Fig. 1: the metal 2 layer
Scale bar: 50 µm.
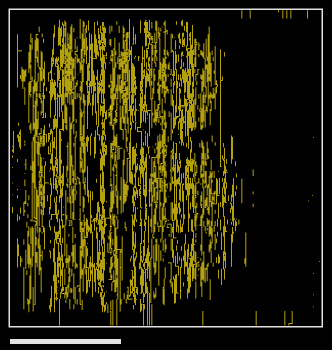
Fig. 2: signal wires on met3
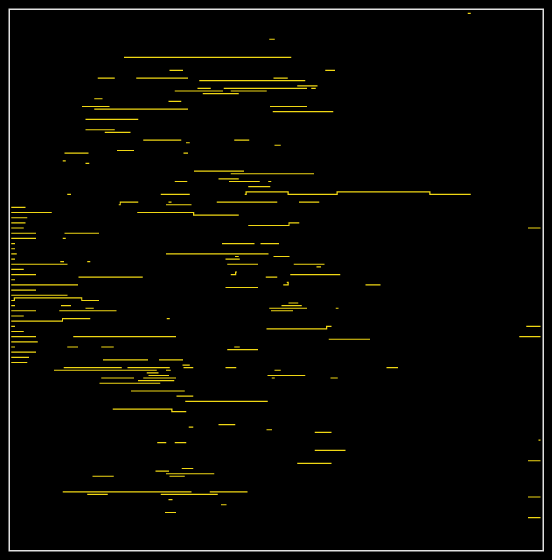
Fig. 3: where the registers sit
Scale bar: 50 µm. Other sequential cells in the stronger gray, the rest of the logic in the fainter gray.
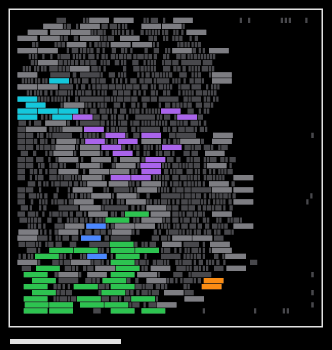
Fig. 4: logic cells by family
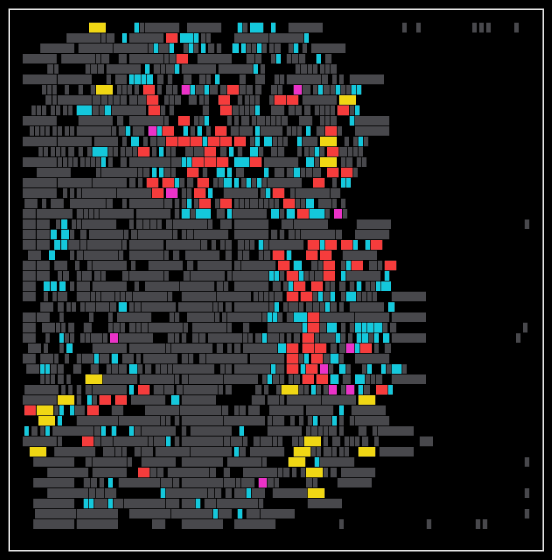
Fig. 5: routing congestion
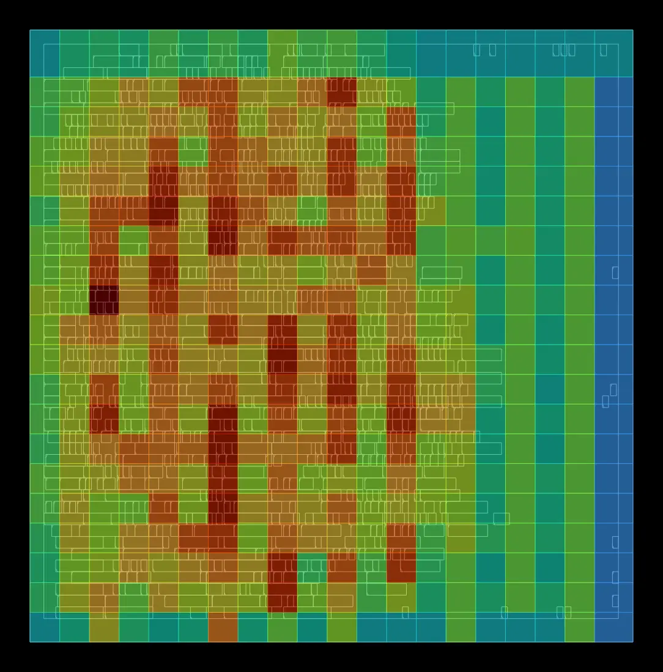
Design uart_port, sky130hd; sources not shown.
==> flow_metrics.env <==
# yosys + openroad results
export IMPL_outcome="completed"
export IMPL_clock_latency_late_pin_ns=0.43
export IMPL_worstPathArrival_ns=2.75
export IMPL_cellInternalPower_w=0.00330
export IMPL_ys_flop_type="dfrtp_1"
export IMPL_final_setup_viol_count=0
export IMPL_hold_depth=0
export IMPL_die_y_um=142
export IMPL_cts_made_buffers=17
export IMPL_comb_multi_input_count=811
export IMPL_seqPwrFrac_pct=39.1
export IMPL_yosys_cells=1127
export IMPL_slew_violations=0
export IMPL_tightestPinTransition_ns=1.04
export IMPL_slowest_stage="clkdlybuf4s50_1"
export IMPL_most_common_cell="nand2_1"
export IMPL_setup_worst_path_class="primary input to output port"
export IMPL_synth_area_mm2=0.00912
export IMPL_largest_reg_flops=32
export IMPL_area_share_clock_buf_inv_pct=5.87
export IMPL_power_group_top="registers"
export IMPL_layout_nonclk_buf_share_pct=4.39
export IMPL_final_layout_size_suffix_gt1_share_pct=8.43
export IMPL_critPathLaunchType="primary input"
export IMPL_cts_sinks=160
export IMPL_cts_root_buffer="clkbuf_16"
export IMPL_power_density_mw_per_mm2=526
export IMPL_die_area_mm2=0.0199
export IMPL_top_cell_area_share_pct=33.2
export IMPL_slew_headroom_pct=30.8
export IMPL_rr_worst_depth=18
export IMPL_buffers=45
export IMPL_well_tap_count=229
export IMPL_drc=0
export IMPL_cp_common_cell="clkdlybuf4s50_1"
export IMPL_grt_pass1_wl_mm=34.0
export IMPL_slowest_delay_ns=0.55
export IMPL_r2r_setup_slack_ns=0.99
export IMPL_hold_class="register to register"
export IMPL_io_pins=103
export IMPL_logic_area_mm2=0.00426
export IMPL_antenna_cells=0
export IMPL_syn_inst=1127
export IMPL_nNonClkInverters=126
export IMPL_grt_overflow=0
export IMPL_fillCellCount=1439
export IMPL_finalHoldViolCount=0
export IMPL_yosys_area_top_type="dfrtp_1"
export IMPL_fmax_mhz=261
export IMPL_switching_share_pct=38.9
export IMPL_edf_count=32
export IMPL_ir_drop_uv=317
export IMPL_grt_start_max_net_pins=54
export IMPL_globalplace_congestion=0.934
export IMPL_post_route_min_period_ns=3.83
export IMPL_antenna_found_initial=0
export IMPL_cts_repair_resized=0
export IMPL_ys_warn_count=0
export IMPL_ys_types=46
export IMPL_placed_area_mm2=0.00965
export IMPL_common_cells="nand2_1, nor2_1, dfrtp_1, inv_1, o21ai_0"
export IMPL_critPathRequiredTime_ns=3.32
export IMPL_area_growth_syn_to_layout_pct=12.4
export IMPL_avgViaCountPerCell=5.31
export IMPL_power_clock_w=0.00152
export IMPL_timing_final_crit_share_pct=87.1
export IMPL_die_w_um=140
export IMPL_core_mm2=0.0178
export IMPL_numPortBuffers=40
export IMPL_dpl_hpwl_mm=14.6
export IMPL_n_clock_buffer=18
export IMPL_setup_tns_ns=0
export IMPL_dp_slack_ns=0.578
export IMPL_cts_buffer_depth=2
export IMPL_drt_first_pass_iters=5
export IMPL_yosysChipArea_mm2=0.00912
export IMPL_area_leaders="dfrtp_1, nand2_1, edfxtp_1, xor2_1, nor2_1"
export IMPL_drv_cap=0
## Picture notes: Fig. 1
wire length on this layer: 9750 µm
longest straight run: 52.7 µm
share of all routed wire: 48%
nets with wire on the layer: 951
M2 GR Usage: 35.0%
drt total wl: 20.5 mm
Vias: 7447

## Picture notes: Fig. 2
share of all routed wire: 6.1%
nets with wire on the layer: 130
GRT met3 Usage: 3.83%

## Picture notes: Fig. 3
| signal | color | placed flops |
|---|---|---|
| r_tx_state | orange | 2 |
| r_rd_ptr | blue | 3 |
| r_rx_byte | cyan | 8 |
| r_fifo | green | 32 |
| r_rx_div | purple | 16 |
not colored: 99
Final Core Density: 57.7%
flip-flop and latch area: 0.00417 mm²
Seq/total area: 40.7%

## Picture notes: Fig. 4
| family | color | cells |
|---|---|---|
| nor cells | cyan | 180 |
| fa/ha/maj cells | yellow | 18 |
| xor and xnor cells | red | 80 |
| and/or cells | magenta | 11 |
Finished Layout Cells: 1403
logic share of the area: 41.6%
most numerous logic cell after layout: nand2_1

## Picture notes: Fig. 5
grt met1 use: 27.4%
overall routing resource usage: 20.9%
detailed-route wire length per cell: 14.6 µm
Most Used Layer, Global Route: met2

[kinds of logic (layout without fill, tap and decap cells)]
kind of cell	after synthesis	after routing	synth area share [%]
AOI/OAI and AO/OA	134	134	8.33
xor gates and xnor gates	80	80	7.68
adders and majority gates	18	18	2.47
buffers and inverters	171	203	8.17
DFF	160	160	45.7
other	1	16	0.0411
and+or+nand+nor	563	563	27.6
[critical path: cells and delay by family]
kind | cells | cell delay (ns)
AOI/OAI and AO/OA | 2 | 0.36
buffers and inverters | 2 | 1.09
and+or+nand+nor | 2 | 0.42
[cell usage in the layout, fill, tap and decap left out, types with 3 or more instances in the layout]
cell type | synthesis | layout
nor3_1 | 21 | 21
a21oi_1 | 15 | 15
nor3b_1 | 5 | 5
o21ai_2 | 9 | 9
o21ai_1 | 6 | 6
nand3_2 | 4 | 4
nand2_1 | 275 | 275
clkdlybuf4s50_1 | 0 | 40
xnor2_1 | 23 | 23
inv_1 | 119 | 118
inv_6 | 0 | 6
nand4_1 | 24 | 24
nand3b_1 | 5 | 5
xor2_1 | 57 | 57
nor2_1 | 127 | 127
o221ai_1 | 8 | 8
nor3_2 | 3 | 3
or2_1 | 3 | 3
o211ai_1 | 3 | 3
o21ai_0 | 84 | 84
o22ai_1 | 4 | 4
buf_4 | 17 | 4
nand3_1 | 53 | 53
dfrtp_1 | 121 | 121
conb_1 | 1 | 16
edfxtp_1 | 32 | 32
dfstp_2 | 7 | 7
nor2_4 | 5 | 5
or2_2 | 5 | 5
clkbuf_16 | 0 | 17
inv_2 | 4 | 4
nor2_2 | 12 | 12
ha_1 | 18 | 18
nand2_2 | 9 | 9
nor4_1 | 7 | 7
[metal layers]
layer	GRT usage [%]	routed length, µm
met5	0	0
met2	35.0	9750
met1	27.4	8920
met4	7.90	552
met3	3.83	1250
